### src/rtl/cache_exerciser.sv
`default_nettype none
// ============================================================================
// Module   : cache_exerciser
// Purpose  : Writes a linear data pattern over an address window on the cache
//            front-end port, then reads it back and reports errors/timeouts.
// Revision : 1.0 - initial release
// ============================================================================
module cache_exerciser #(
    parameter int unsigned           ADDR_WIDTH     = 32,
    parameter int unsigned           DATA_WIDTH     = 32,
    parameter int unsigned           WORD_COUNT     = 256,
    parameter logic [ADDR_WIDTH-1:0] BASE_ADDR      = '0,
    parameter int unsigned           STRIDE         = 4,
    parameter logic [31:0]           SEED           = 32'h1234_5678,
    parameter int unsigned           PAT_STEP       = 1,
    parameter int unsigned           TIMEOUT_CYCLES = 1023
) (
    input  logic                  clk,
    input  logic                  rst,
    input  logic                  start,
    input  logic [1:0]            mode,
    output logic                  busy,
    output logic                  done,
    output logic                  pass,
    output logic [15:0]           error_count,
    output logic [ADDR_WIDTH-1:0] first_err_addr,
    output logic                  timeout,
    output logic [ADDR_WIDTH-1:0] address,
    output logic [DATA_WIDTH-1:0] data_in,
    output logic                  write_enable,
    input  logic [DATA_WIDTH-1:0] data_out,
    input  logic                  data_out_valid
);

    localparam int c_idx_w  = (WORD_COUNT > 1) ? $clog2(WORD_COUNT) : 1;
    localparam int c_wait_w = (TIMEOUT_CYCLES > 1) ? $clog2(TIMEOUT_CYCLES) : 1;

    localparam logic [c_idx_w-1:0]    c_last_idx  = c_idx_w'(WORD_COUNT - 1);
    localparam logic [c_wait_w-1:0]   c_wait_last = c_wait_w'(TIMEOUT_CYCLES - 1);
    localparam logic [ADDR_WIDTH-1:0] c_stride    = ADDR_WIDTH'(STRIDE);
    localparam logic [DATA_WIDTH-1:0] c_pat_step  = DATA_WIDTH'(PAT_STEP);
    localparam logic [DATA_WIDTH-1:0] c_seed      = DATA_WIDTH'(SEED);

    typedef enum logic [2:0] {
        ST_IDLE     = 3'd0,
        ST_WR_ISSUE = 3'd1,
        ST_WR_GAP   = 3'd2,
        ST_RD_ISSUE = 3'd3,
        ST_RD_WAIT  = 3'd4,
        ST_DONE     = 3'd5
    } state_t;

    state_t                state_q, state_d;
    logic [1:0]            mode_q, mode_d;
    logic [c_idx_w-1:0]    idx_q, idx_d;
    logic [ADDR_WIDTH-1:0] addr_q, addr_d;
    logic [DATA_WIDTH-1:0] pat_q, pat_d;
    logic [c_wait_w-1:0]   wait_q, wait_d;
    logic [15:0]           err_q, err_d;
    logic [ADDR_WIDTH-1:0] first_q, first_d;
    logic                  to_q, to_d;
    logic                  w_step;
    logic                  w_err_hit;

    always_ff @(posedge clk) begin
        if (rst) begin
            state_q <= ST_IDLE;
            mode_q  <= '0;
            idx_q   <= '0;
            addr_q  <= BASE_ADDR;
            pat_q   <= '0;
            wait_q  <= '0;
            err_q   <= '0;
            first_q <= '0;
            to_q    <= 1'b0;
        end else begin
            state_q <= state_d;
            mode_q  <= mode_d;
            idx_q   <= idx_d;
            addr_q  <= addr_d;
            pat_q   <= pat_d;
            wait_q  <= wait_d;
            err_q   <= err_d;
            first_q <= first_d;
            to_q    <= to_d;
        end
    end

    always_comb begin
        state_d   = state_q;
        mode_d    = mode_q;
        idx_d     = idx_q;
        addr_d    = addr_q;
        pat_d     = pat_q;
        wait_d    = wait_q;
        err_d     = err_q;
        first_d   = first_q;
        to_d      = to_q;
        w_step    = 1'b0;
        w_err_hit = 1'b0;

        case (state_q)
            ST_IDLE, ST_DONE: begin
                if (start) begin
                    mode_d  = mode;
                    idx_d   = '0;
                    addr_d  = BASE_ADDR;
                    pat_d   = c_seed;
                    err_d   = '0;
                    first_d = '0;
                    to_d    = 1'b0;
                    state_d = (mode == 2'd1) ? ST_RD_ISSUE : ST_WR_ISSUE;
                end
            end
            ST_WR_ISSUE: state_d = ST_WR_GAP;
            ST_WR_GAP: begin
                if (idx_q == c_last_idx) begin
                    if (mode_q == 2'd0) begin
                        state_d = ST_DONE;
                    end else begin
                        idx_d   = '0;
                        addr_d  = BASE_ADDR;
                        pat_d   = c_seed;
                        state_d = ST_RD_ISSUE;
                    end
                end else begin
                    idx_d   = idx_q + 1'b1;
                    addr_d  = addr_q + c_stride;
                    pat_d   = pat_q + c_pat_step;
                    state_d = ST_WR_ISSUE;
                end
            end
            ST_RD_ISSUE: begin
                wait_d  = '0;
                state_d = ST_RD_WAIT;
            end
            ST_RD_WAIT: begin
                // Valid data wins over a timeout landing on the same cycle.
                if (data_out_valid) begin
                    w_step    = 1'b1;
                    w_err_hit = (data_out != pat_q);
                end else if (wait_q == c_wait_last) begin
                    w_step    = 1'b1;
                    w_err_hit = 1'b1;
                    to_d      = 1'b1;
                end else begin
                    wait_d = wait_q + 1'b1;
                end
                if (w_step) begin
                    if (idx_q == c_last_idx) begin
                        state_d = ST_DONE;
                    end else begin
                        idx_d   = idx_q + 1'b1;
                        addr_d  = addr_q + c_stride;
                        pat_d   = pat_q + c_pat_step;
                        state_d = ST_RD_ISSUE;
                    end
                end
            end
            default: state_d = ST_IDLE;
        endcase

        if (w_err_hit) begin
            if (err_q != 16'hFFFF) begin
                err_d = err_q + 16'd1;
            end
            if (err_q == 16'd0) begin
                first_d = addr_q;
            end
        end
    end

    assign busy           = (state_q inside {ST_WR_ISSUE, ST_WR_GAP, ST_RD_ISSUE, ST_RD_WAIT});
    assign done           = (state_q == ST_DONE);
    assign pass           = done && ((mode_q == 2'd0) || ((err_q == 16'd0) && !to_q));
    assign write_enable   = (state_q == ST_WR_ISSUE);
    assign data_in        = write_enable ? pat_q : '0;
    assign address        = addr_q;
    assign error_count    = err_q;
    assign first_err_addr = first_q;
    assign timeout        = to_q;

endmodule
`default_nettype wire
### config.mk
export PLATFORM = sky130hd
export DESIGN_NAME = cache_exerciser
export DESIGN_NICKNAME = d
export VERILOG_FILES = /design/src/rtl/cache_exerciser.sv
export SDC_FILE = /design/constraint.sdc
export NUM_CORES = 1
export LEC_CHECK = 0
export ABC_AREA = 1
export CAP_MARGIN = 20
export CORE_ASPECT_RATIO = 1.5
export CORE_MARGIN = 2
export CORE_UTILIZATION = 40
export CTS_CLUSTER_SIZE = 30
export DETAILED_ROUTE_END_ITERATION = 8
export GPL_TIMING_DRIVEN = 0
export PLACE_DENSITY = 0.66
export SLEW_MARGIN = 20
export SYNTH_ARGS = -nofsm -noshare
export SYNTH_HDL_FRONTEND = slang
export SYNTH_SLANG_ARGS = --single-unit
### constraint.sdc
create_clock -name clk -period 2.4 [get_ports clk]
set_input_delay 0.36 -clock clk [delete_from_list [all_inputs] [get_ports clk]]
set_output_delay 0.36 -clock clk [all_outputs]
set_load 0.02 [all_outputs]
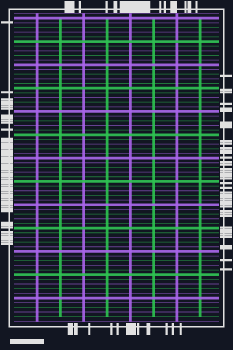
Run 1: PDN straps and rails
Bar = 20 µm. Pins as bars on the die edge.
Green marks VDD. Purple marks VSS.
The core has 66 rows. 8 straps on met4. 13 straps on met5. 67 met1 rails follow the rows. 155 signal pins sit on the boundary.

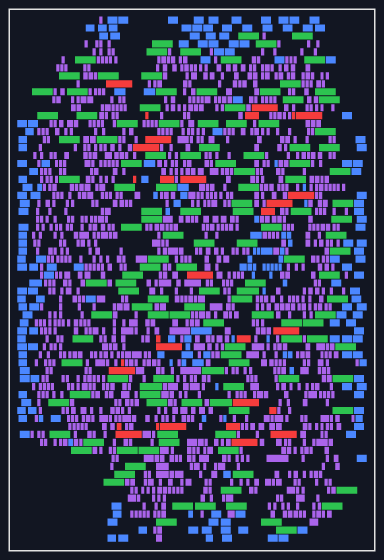
Run 1: cell classes on the final placement
Blue marks remaining buffers and delay cells, cells 211, share of their area 17%. Purple marks remaining logic cells, cells 1285, share of their area 53%. Green marks sequential cells, cells 134, share of their area 25%. Red marks clock drivers and dummy loads, cells 30, share of their area 4.9%.

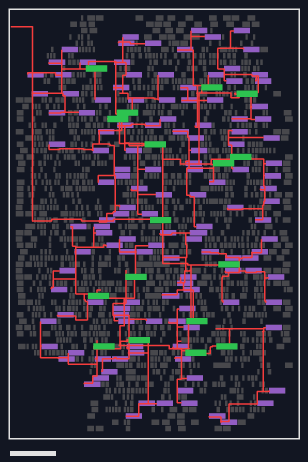
Run 1: clock distribution
Bar = 20 µm.
Red marks clock wires, length 2060 µm. Green marks clock-net drivers, count 17. Purple marks flip-flops, count 134.
There are 18 routed clock nets.

==> metrics.cfg, run 1 <==
[layout]
nFillCells = 2302
seq_area_share_pct = 24.1
drive_above_1_share_pct = 7.71
nNonClkInverters = 188
largest_class = combinational gates
n_all_buffers = 211
final_util_pct = 51.9
buffer_area_share_pct = 16.5
clock_area_share_pct = 4.76
comb-cell-share_pct = 45.1
lay_top_cells = nand2_1 (435), nor2_1 (228), inv_1 (173), nand3_1 (147), dfxtp_1 (129)
fin_area_mm2 = 0.0111
flop_area_mm2 = 0.00269
diodes = 0
comb_cells = 1097
fin_nets = 1694
lay_top_count = nand2_1
area_delta_synth_final_pct = 28.4
logic_area_mm2 = 0.00503

[drt]
met3_length_mm = 1.46
met2_length_mm = 14.9
wl_per_cell_um = 15.2
vias = 9849
ant_nets = 0
drc = 0
highest_layer = met4
drt-met1-wl_mm = 11.5
firstDrtPassIters = 6
drt_wl_total_mm = 29.4

[cts]
htree_levels = 4
ctsResizeCount = 48
clock-sinks = 134
cts_buffer_depth = 2
cts_root_buf = clkbuf_16
clkLatencyLatePin_ns = 0.43
cts_tree = done
cts_inserted_buffers = 17
postCtsHoldBufs = 0
cts_setup_buffers = 0

[worst_setup_path]
reg2reg_depth = 12
endpoint = pass
reg2reg_from = wait_q[0]$_SDFFE_PP0P_
cp-startpoint = error_count[0]$_SDFF_PP0_
cp-end-kind = output pin
path_cells = inv_1 -> ha_1 -> nand4_1 -> nor4_4 -> nand2_1 -> a21oi_1 -> buf_4
cp_max_fo = 6
start_kind = register
slowest_delay_ns = 0.36
cp.arrival_ns = 1.89
slowest_stage = dfxtp_2
r2r_setup_slack_ns = 0.19
cp.required_ns = 2.04
cp.buffers_inverters = 2

[timing]
holdWs_ns = 0.457
setup_violations = 0
finalCriticalPeriod_ns = 2.25
rsz0062_at_grt = no
relSlewSlack_pct = 57.1
hold_viol_final = 0
fin_setup_tns_ns = 0
finalClockSkew_ns = 0.00928
worst_slack_ns = 0.153
finalClockPeriodUsage_pct = 93.6

[hold_path]
min_from = first_err_addr[0]$_SDFF_PP0_
hp-class = reg2reg
whs_path_depth = 2
min_to = first_err_addr[0]$_SDFF_PP0_

[run]
tool_warnings = 28
maxCapViolations = 0

[power_and_ir_drop]
pg_comb_uw = 1100
switchingPower_uw = 1810
powerDensity_mw_per_mm2 = 532
clock_power_uw = 2430
swShare_pct = 30.5
vdd_drop_max_v = 0.000485
leakage_uw = 0.00468
powerSeq_uw = 2390
p_int_uw = 4110
combPwrFrac_pct = 18.6
power.group.top = clock
finalPower_uw = 5920

[global_routing]
grt_pass1_vias = 9472
use_met2_pct = 46.7
grt_util_met1_pct = 27.5
overflow = 0
grt_max_degree = 17
track_usage_pct = 25.5

[yosys]
syn_area_mm2 = 0.00867
synthTopCellsByArea = dfxtp_1 (31%), nand2_1 (19%), nor2_1 (10%)
ys_sh_simple_pct = 46.0
largest_area_cell = dfxtp_1
mux_area_share_pct = 0
ys_cells = 1473
synth_cell_types = 40
synth-seq-area-share_pct = 30.9
edf_count = 0
ys_top_cells_by_count = nand2_1 (436), nor2_1 (233), inv_1 (175)
logic_family = simple AND/OR/NAND/NOR gates
ys_async_sr_fraction_pct = 0
aoi_share_pct = 8.13
synth_top_area_share_pct = 30.9
synth-area-yosys_mm2 = 0.00867
ys_sh_xor_pct = 2.12
ys.flop_type = dfxtp_1
syn_inst = 1473
most_common_cell = nand2_1
syn_avg_cell_area_um2 = 5.89
synth_flops = 134
yosysWarnings = 0

[status]
status = finished clean

[die]
core.rowCount = 66
die_x_um = 124
chipArea_mm2 = 0.0229
fp_util_pct = 40.4
die_h_um = 184
taps = 272
core_mm2 = 0.0215

[place]
port_buffers = 152
dpl.hpwl_mm = 22.6
dpl_cell_area_mm2 = 0.0105
place_ws_ns = -0.240
dp.cells = 1898
gp_congestion = 0.943

==> run 1 -> run 2 <==
--- a/config.mk
+++ b/config.mk
@@ -9,12 +9,13 @@
 export CAP_MARGIN = 20
 export CORE_ASPECT_RATIO = 1.5
 export CORE_MARGIN = 2
-export CORE_UTILIZATION = 40
+export CORE_UTILIZATION = 54
 export CTS_CLUSTER_SIZE = 30
 export DETAILED_ROUTE_END_ITERATION = 8
 export GPL_TIMING_DRIVEN = 0
-export PLACE_DENSITY = 0.66
+export PLACE_DENSITY = 0.85
 export SLEW_MARGIN = 20
 export SYNTH_ARGS = -nofsm -noshare
 export SYNTH_HDL_FRONTEND = slang
 export SYNTH_SLANG_ARGS = --single-unit
+export TNS_END_PERCENT = 30
==> run 2 against run 1 <==
  * Clock skew rose by 0.0013 ns
  * Flip-flop count did not move
  * First-iteration DRC count rose by 33%
  * Worst setup slack got worse by 0.081 ns
  * Clock-buffer cell count fell by 9
  * Utilization rose by 19 points
  * Highest routed layer unchanged
  * Sequential share of layout area rose by 0.13 points
  * Combinational power barely moved
  * Design area fell by 0.75%
==> metrics.cfg, run 2 <==
[power_and_ir_drop]
vdd_drop_max_v = 0.000458  ; was 0.000485 V
combPwrFrac_pct = 17.4  ; was 18.6%
swShare_pct = 29.8  ; was 30.5%
p_int_uw = 4380  ; was 4110 µW
pg_comb_uw = 1090  ; was 1100 µW
powerSeq_uw = 2390  ; about the same
leakage_uw = 0.00465  ; was 0.00468 µW
powerDensity_mw_per_mm2 = 564  ; was 532 mW/mm²

[timing]
finalClockPeriodUsage_pct = 97.0  ; was 93.6%
setup_violations = 0  ; unchanged
holdWs_ns = 0.468  ; was 0.457 ns
relSlewSlack_pct = 56.3  ; was 57.1%
fin_setup_tns_ns = 0  ; unchanged
rsz0062_at_grt = no  ; unchanged
worst_slack_ns = 0.0720  ; was 0.153 ns
hold_viol_final = 0  ; unchanged

[cts]
postCtsHoldBufs = 0  ; unchanged
cts_inserted_buffers = 17  ; unchanged
clkLatencyLatePin_ns = 0.42  ; was 0.43 ns
cts_root_buf = clkbuf_16  ; unchanged
cts_setup_buffers = 0  ; unchanged
ctsResizeCount = 42  ; was 48

[drt]
firstDrtPassIters = 6  ; unchanged
drt-met1-wl_mm = 10.4  ; was 11.5 mm
ant_nets = 0  ; unchanged
highest_layer = met4  ; unchanged
met2_length_mm = 14.6  ; was 14.9 mm
drt_wl_total_mm = 28.2  ; was 29.4 mm
drc = 0  ; unchanged
met3_length_mm = 1.86  ; was 1.46 mm
vias = 10200  ; was 9849

[yosys]
synth-area-yosys_mm2 = 0.00867  ; unchanged
synth_cell_types = 40  ; unchanged
largest_area_cell = dfxtp_1  ; unchanged
aoi_share_pct = 8.13  ; unchanged
ys_top_cells_by_count = nand2_1 (436), nor2_1 (233), inv_1 (175)  ; unchanged
most_common_cell = nand2_1  ; unchanged
yosysWarnings = 0  ; unchanged
ys.flop_type = dfxtp_1  ; unchanged
syn_avg_cell_area_um2 = 5.89  ; unchanged
synth_flops = 134  ; unchanged
synth_top_area_share_pct = 30.9  ; unchanged
edf_count = 0  ; unchanged
ys_sh_xor_pct = 2.12  ; unchanged
ys_sh_simple_pct = 46.0  ; unchanged

[worst_setup_path]
reg2reg_from = pat_q[12]$_SDFFE_PP0P_  ; was wait_q[0]$_SDFFE_PP0P_
cp_max_fo = 6  ; unchanged
cp-startpoint = state_q[0]$_SDFFE_PP0P_  ; was error_count[0]$_SDFF_PP0_
path_cells = nand2_1 -> nor2_1 -> inv_2 -> nor2_1 -> clkdlybuf4s50_1  ; was inv_1 -> ha_1 -> nand4_1 -> nor4_4 -> nand2_1 -> a21oi_1 -> buf_4
cp.buffers_inverters = 2  ; unchanged
slowest_delay_ns = 0.61  ; was 0.36 ns
cp.required_ns = 2.04  ; about the same
cp-end-kind = output pin  ; unchanged
slowest_stage = clkdlybuf4s50_1  ; was dfxtp_2
cp.arrival_ns = 1.97  ; was 1.89 ns

[layout]
n_all_buffers = 207  ; was 211
flop_area_mm2 = 0.00268  ; was 0.00269 mm²
comb_cells = 1097  ; unchanged
lay_top_cells = nand2_1 (436), nor2_1 (232), inv_1 (172), nand3_1 (149), dfxtp_1 (134)  ; was nand2_1 (435), nor2_1 (228), inv_1 (173), nand3_1 (147), dfxtp_1 (129)
largest_class = combinational gates  ; unchanged
drive_above_1_share_pct = 7.12  ; was 7.71%
area_delta_synth_final_pct = 27.5  ; was 28.4%
seq_area_share_pct = 24.3  ; was 24.1%
logic_area_mm2 = 0.00500  ; was 0.00503 mm²
final_util_pct = 70.4  ; was 51.9%
fin_area_mm2 = 0.0111  ; about the same
diodes = 0  ; unchanged
nNonClkInverters = 188  ; unchanged
fin_nets = 1690  ; was 1694

[global_routing]
grt_pass1_vias = 9434  ; was 9472
grt_util_met1_pct = 35.4  ; was 27.5%
track_usage_pct = 32.5  ; was 25.5%
use_met2_pct = 59.3  ; was 46.7%
grt_max_degree = 17  ; unchanged

[place]
port_buffers = 152  ; unchanged
dpl.hpwl_mm = 21.1  ; was 22.6 mm
dpl_cell_area_mm2 = 0.0104  ; was 0.0105 mm²

[run]
maxCapViolations = 0  ; unchanged

[die]
die_h_um = 159  ; was 184 µm
taps = 203  ; was 272
chipArea_mm2 = 0.0171  ; was 0.0229 mm²

[status]
status = finished clean  ; unchanged

[hold_path]
hp-class = reg2reg  ; unchanged
whs_path_depth = 2  ; unchanged

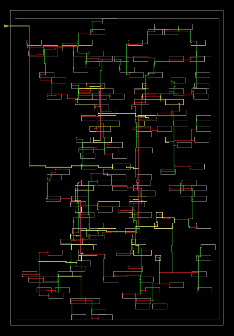
Run 2: clock routing
Clock Sinks: 134
Worst Skew: 0.0106 ns
clock buffers: 18

Power and IR drop assume default switching activity.
